--- config.mk ---
export PLATFORM = sky130hd
export DESIGN_NAME = uart_rx_param_flat
export DESIGN_NICKNAME = d
export VERILOG_FILES = /design/src/rtl/uart_rx_param_if.sv /design/src/rtl/uart_rx_param.sv /design/src/flat_wrapper.sv
export SDC_FILE = /design/constraint.sdc
export NUM_CORES = 1
export LEC_CHECK = 0
export ABC_AREA = 1
export CAP_MARGIN = 40
export CORE_UTILIZATION = 64
export CTS_BUF_LIST = sky130_fd_sc_hd__clkbuf_8
export DETAILED_ROUTE_END_ITERATION = 10
export GPL_TIMING_DRIVEN = 0
export PLACE_DENSITY = 0.95
export RECOVER_POWER = 100
export SLEW_MARGIN = 25
export SYNTH_ARGS = -nofsm -noshare
export SYNTH_HDL_FRONTEND = slang
export SYNTH_SLANG_ARGS = --single-unit
--- constraint.sdc ---
create_clock -name i_Clock -period 4.2 [get_ports i_Clock]
set_input_delay 0.42 -clock i_Clock [delete_from_list [all_inputs] [get_ports i_Clock]]
set_output_delay 0.42 -clock i_Clock [all_outputs]
set_load 0.01 [all_outputs]
--- src/rtl/uart_rx_param_if.sv ---
// uart_rx_param_if: serial input and received-frame outputs of the UART receiver.
// master = the receiver, slave = the line driver / byte consumer side.
interface uart_rx_param_if #(
   parameter int DATA_BITS = 8
);
   logic                 i_Rx_Serial;
   logic                 o_Rx_DV;
   logic [DATA_BITS-1:0] o_Rx_Data;
   logic                 o_Parity_Err;
   logic                 o_Frame_Err;
   logic                 o_Busy;

   modport master (
      input  i_Rx_Serial,
      output o_Rx_DV, o_Rx_Data, o_Parity_Err, o_Frame_Err, o_Busy
   );

   modport slave (
      output i_Rx_Serial,
      input  o_Rx_DV, o_Rx_Data, o_Parity_Err, o_Frame_Err, o_Busy
   );
endinterface

--- src/rtl/uart_rx_param.sv ---
// uart_rx_param: parametrised UART receiver with a 2-flop input synchroniser,
// start-bit glitch rejection and parity / framing error flags.
// Optional macro UART_RX_MAJORITY_EN: every bit decision becomes a 2-of-3 vote
// over the last three synchronised samples instead of a single sample.
//
// state  | meaning
// IDLE   | waiting for a falling edge, only after the line has been seen high
// START  | timing to the middle of the start bit to confirm it is real
// DATA   | sampling data bits LSB first, one per bit period
// PARITY | sampling the parity bit
// STOP   | sampling stop bit(s); the frame is delivered at the last one
module uart_rx_param #(
   parameter int CLKS_PER_BIT = 87,
   parameter int DATA_BITS    = 8,
   parameter int PARITY_MODE  = 0,
   parameter int STOP_BITS    = 1
) (
   input  logic            i_Clock,
   input  logic            i_Reset,
   uart_rx_param_if.master rx_if
);
   localparam int CNT_W = $clog2(CLKS_PER_BIT);
   localparam int IDX_W = $clog2(DATA_BITS);
   localparam logic [CNT_W-1:0] HALF      = CNT_W'((CLKS_PER_BIT - 1) / 2);
   localparam logic [CNT_W-1:0] LAST      = CNT_W'(CLKS_PER_BIT - 1);
   localparam logic [IDX_W-1:0] LAST_IDX  = IDX_W'(DATA_BITS - 1);
   localparam logic             LAST_STOP = (STOP_BITS == 2);

   typedef enum logic [2:0] {IDLE, START, DATA, PARITY, STOP} state_t;

   state_t               state_q, state_d;
   logic [CNT_W-1:0]     cnt_q, cnt_d;
   logic [IDX_W-1:0]     idx_q, idx_d;
   logic                 stop_idx_q, stop_idx_d;
   logic [DATA_BITS-1:0] shift_q, shift_d;
   logic                 perr_q, perr_d;
   logic                 ferr_q, ferr_d;
   logic                 seen_q, seen_d;
   logic                 dv_q, dv_d;
   logic [DATA_BITS-1:0] data_q, data_d;
   logic                 perr_out_q, perr_out_d;
   logic                 ferr_out_q, ferr_out_d;
   logic                 sync1_q, sync2_q;
   logic                 rx_s, rx_v;

   // two-flop synchroniser; resets to the idle (high) line level
   always_ff @(posedge i_Clock or posedge i_Reset) begin
      if (i_Reset) begin
         sync1_q <= 1'b1;
         sync2_q <= 1'b1;
      end else begin
         sync1_q <= rx_if.i_Rx_Serial;
         sync2_q <= sync1_q;
      end
   end

   assign rx_s = sync2_q;

`ifdef UART_RX_MAJORITY_EN
   logic hist1_q, hist2_q;

   // two previous synchronised samples feeding the 2-of-3 vote
   always_ff @(posedge i_Clock or posedge i_Reset) begin
      if (i_Reset) begin
         hist1_q <= 1'b1;
         hist2_q <= 1'b1;
      end else begin
         hist1_q <= rx_s;
         hist2_q <= hist1_q;
      end
   end

   assign rx_v = (rx_s & hist1_q) | (rx_s & hist2_q) | (hist1_q & hist2_q);
`else
   assign rx_v = rx_s;
`endif

   // next-state and output decode for the frame FSM
   always_comb begin
      state_d    = state_q;
      cnt_d      = cnt_q;
      idx_d      = idx_q;
      stop_idx_d = stop_idx_q;
      shift_d    = shift_q;
      perr_d     = perr_q;
      ferr_d     = ferr_q;
      seen_d     = seen_q;
      data_d     = data_q;
      dv_d       = 1'b0;
      perr_out_d = 1'b0;
      ferr_out_d = 1'b0;
      case (state_q)
         IDLE: begin
            cnt_d = '0;
            if (rx_s) begin
               seen_d = 1'b1;
            end else if (seen_q) begin
               // seen_q blocks re-arming while a break keeps the line low
               state_d = START;
               perr_d  = 1'b0;
               ferr_d  = 1'b0;
               seen_d  = 1'b0;
            end
         end
         START: begin
            if (cnt_q == HALF) begin
               cnt_d = '0;
               idx_d = '0;
               state_d = rx_v ? IDLE : DATA;
            end else begin
               cnt_d = cnt_q + 1'b1;
            end
         end
         DATA: begin
            if (cnt_q == LAST) begin
               cnt_d          = '0;
               shift_d[idx_q] = rx_v;
               if (idx_q == LAST_IDX) begin
                  stop_idx_d = 1'b0;
                  state_d    = (PARITY_MODE != 0) ? PARITY : STOP;
               end else begin
                  idx_d = idx_q + 1'b1;
               end
            end else begin
               cnt_d = cnt_q + 1'b1;
            end
         end
         PARITY: begin
            if (cnt_q == LAST) begin
               cnt_d   = '0;
               perr_d  = (PARITY_MODE == 1) ? ~(^shift_q ^ rx_v) : (^shift_q ^ rx_v);
               state_d = STOP;
            end else begin
               cnt_d = cnt_q + 1'b1;
            end
         end
         STOP: begin
            if (cnt_q == LAST) begin
               cnt_d = '0;
               if (!rx_v) ferr_d = 1'b1;
               if (stop_idx_q == LAST_STOP) begin
                  // deliver mid stop bit so a back-to-back start edge is not missed
                  dv_d       = 1'b1;
                  data_d     = shift_q;
                  perr_out_d = perr_q;
                  ferr_out_d = ferr_q | ~rx_v;
                  state_d    = IDLE;
               end else begin
                  stop_idx_d = 1'b1;
               end
            end else begin
               cnt_d = cnt_q + 1'b1;
            end
         end
         default: state_d = IDLE;
      endcase
   end

   // frame FSM state and registered outputs
   always_ff @(posedge i_Clock or posedge i_Reset) begin
      if (i_Reset) begin
         state_q    <= IDLE;
         cnt_q      <= '0;
         idx_q      <= '0;
         stop_idx_q <= 1'b0;
         shift_q    <= '0;
         perr_q     <= 1'b0;
         ferr_q     <= 1'b0;
         seen_q     <= 1'b0;
         dv_q       <= 1'b0;
         data_q     <= '0;
         perr_out_q <= 1'b0;
         ferr_out_q <= 1'b0;
      end else begin
         state_q    <= state_d;
         cnt_q      <= cnt_d;
         idx_q      <= idx_d;
         stop_idx_q <= stop_idx_d;
         shift_q    <= shift_d;
         perr_q     <= perr_d;
         ferr_q     <= ferr_d;
         seen_q     <= seen_d;
         dv_q       <= dv_d;
         data_q     <= data_d;
         perr_out_q <= perr_out_d;
         ferr_out_q <= ferr_out_d;
      end
   end

   assign rx_if.o_Rx_DV      = dv_q;
   assign rx_if.o_Rx_Data    = data_q;
   assign rx_if.o_Parity_Err = (PARITY_MODE != 0) ? perr_out_q : 1'b0;
   assign rx_if.o_Frame_Err  = ferr_out_q;
   assign rx_if.o_Busy       = (state_q != IDLE);
endmodule

--- src/flat_wrapper.sv ---
// flat-port wrapper written by rule: the top's interface ports become plain ports
module uart_rx_param_flat 
#(
   parameter int CLKS_PER_BIT = 87,
   parameter int DATA_BITS    = 8,
   parameter int PARITY_MODE  = 0,
   parameter int STOP_BITS    = 1
)
  (i_Clock, i_Reset, rx_if_i_Rx_Serial, rx_if_o_Rx_DV, rx_if_o_Rx_Data, rx_if_o_Parity_Err, rx_if_o_Frame_Err, rx_if_o_Busy);
  uart_rx_param_if #(.DATA_BITS(DATA_BITS)) rx_if_i ();
  input  logic i_Clock;
  input  logic i_Reset;
  input wire logic [$bits(rx_if_i.i_Rx_Serial)-1:0] rx_if_i_Rx_Serial;
  output wire logic [$bits(rx_if_i.o_Rx_DV)-1:0] rx_if_o_Rx_DV;
  output wire logic [$bits(rx_if_i.o_Rx_Data)-1:0] rx_if_o_Rx_Data;
  output wire logic [$bits(rx_if_i.o_Parity_Err)-1:0] rx_if_o_Parity_Err;
  output wire logic [$bits(rx_if_i.o_Frame_Err)-1:0] rx_if_o_Frame_Err;
  output wire logic [$bits(rx_if_i.o_Busy)-1:0] rx_if_o_Busy;
  assign rx_if_i.i_Rx_Serial = rx_if_i_Rx_Serial;
  assign rx_if_o_Rx_DV = rx_if_i.o_Rx_DV;
  assign rx_if_o_Rx_Data = rx_if_i.o_Rx_Data;
  assign rx_if_o_Parity_Err = rx_if_i.o_Parity_Err;
  assign rx_if_o_Frame_Err = rx_if_i.o_Frame_Err;
  assign rx_if_o_Busy = rx_if_i.o_Busy;
  uart_rx_param #(.CLKS_PER_BIT(CLKS_PER_BIT), .DATA_BITS(DATA_BITS), .PARITY_MODE(PARITY_MODE), .STOP_BITS(STOP_BITS)) u_core (.i_Clock(i_Clock), .i_Reset(i_Reset), .rx_if(rx_if_i));
endmodule
==> deck_impl_summary.md <==
Run Summary

Timing
  – Slew HR: 15.63%
  – Setup violators final: 0
  – Clk_skew: 0.005466 ns
  – Setup slack after layout: 1.858 ns
  – RSZ-0062 raised after global routing: false
  – Fmax: 0.4269 GHz
  – Worst slew pin tran: 1.264 ns
  – Minimum clock period: 2.342 ns

Layout
  – # nets final: 234
  – Dominant logic cell type in the layout: nand2_1
  – Flip-flop and latch count: 35
  – ANT cells: 0
  – Layout non-clock buf frac: 6.854%

Power
  – Pint: 0.6161 mW
  – Switching Share: 41.02%

Synthesis
  – Fraction of registers with async set/reset: 100.0%
  – YS chip area: 1832 µm²
  – Mux cell area share: 0%
  – Synth Seq Share: 47.95%
  – Post-synth top area cell: dfrtp_1
  – Complex Gates by Area: 8.948%
  – Top cells by count: nand2_1, dfrtp_1, inv_1
  – Dominant Register Cell: dfrtp_1

Die
  – Core area: 2734 µm²
  – IO Count: 15

Global route
  – Met2 Usage GRT: 37.52%
  – Vias in the first global route: 1334
  – Grt ovf: 0
  – Pin count of the biggest net entering global routing: 36

Placed design
  – Dpl cells: 251
  – Dpl cell area: 2001 µm²
  – Buffers added on ports: 13

Setup path
  – CP top delay family: buffers and inverters
  – Setup Crit Path Kind: reg2out
  – Crit. End Element: primary output
  – CP Max Fanout: 5

Status
  – Outcome: finished, final reports clean

CTS
  – Post-CTS sizing: 0
  – Num Clock Sinks: 35
  – CTS tree: yes
  – Root Driver: clkbuf_8
  – Deepest clock path buffer count: 2

Run
  – Max-cap violations: 0

Min path
  – Hold Path Sink: u_core.rx_s

Routing
  – Vias: 1423
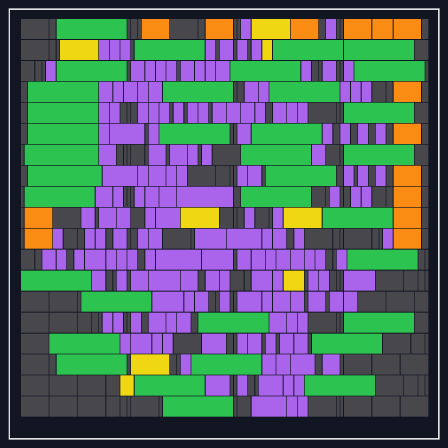
**Above:** cells coloured by class.
Fill, decap, tap and diode cells in grey.
legend:
  remaining logic cells:
    colour: purple
    cells: 171
    share_of_their_area: 44%
  registers:
    colour: green
    cells: 35
    share_of_their_area: 45%
  clock drivers and dummy loads:
    colour: yellow
    cells: 8
    share_of_their_area: 4.3%
  remaining buffers and delay cells:
    colour: orange
    cells: 14
    share_of_their_area: 7.0%

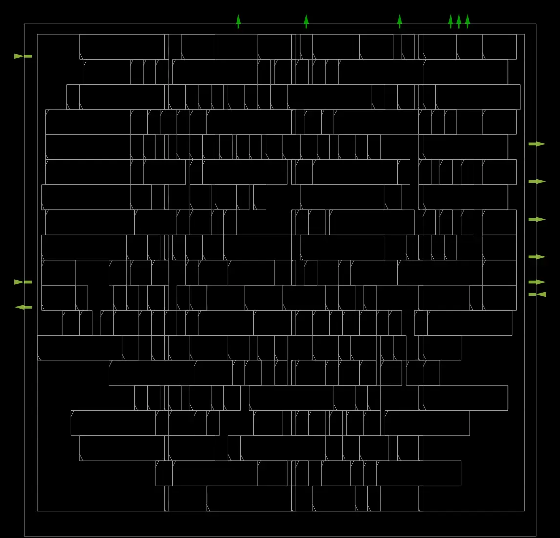
**Above:** cell placement.
Seq area share: 43.74%
fillers: 184
final cell count without fillers: 259

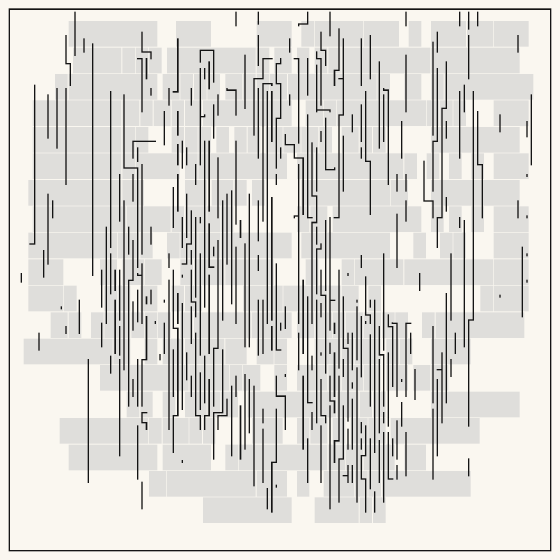
**Above:** the metal 2 layer.
longest straight run: 23.8 µm
share of all routed wire: 47%
main direction: vertical
wire length on this layer: 1610 µm

Power and IR drop assume default switching activity.
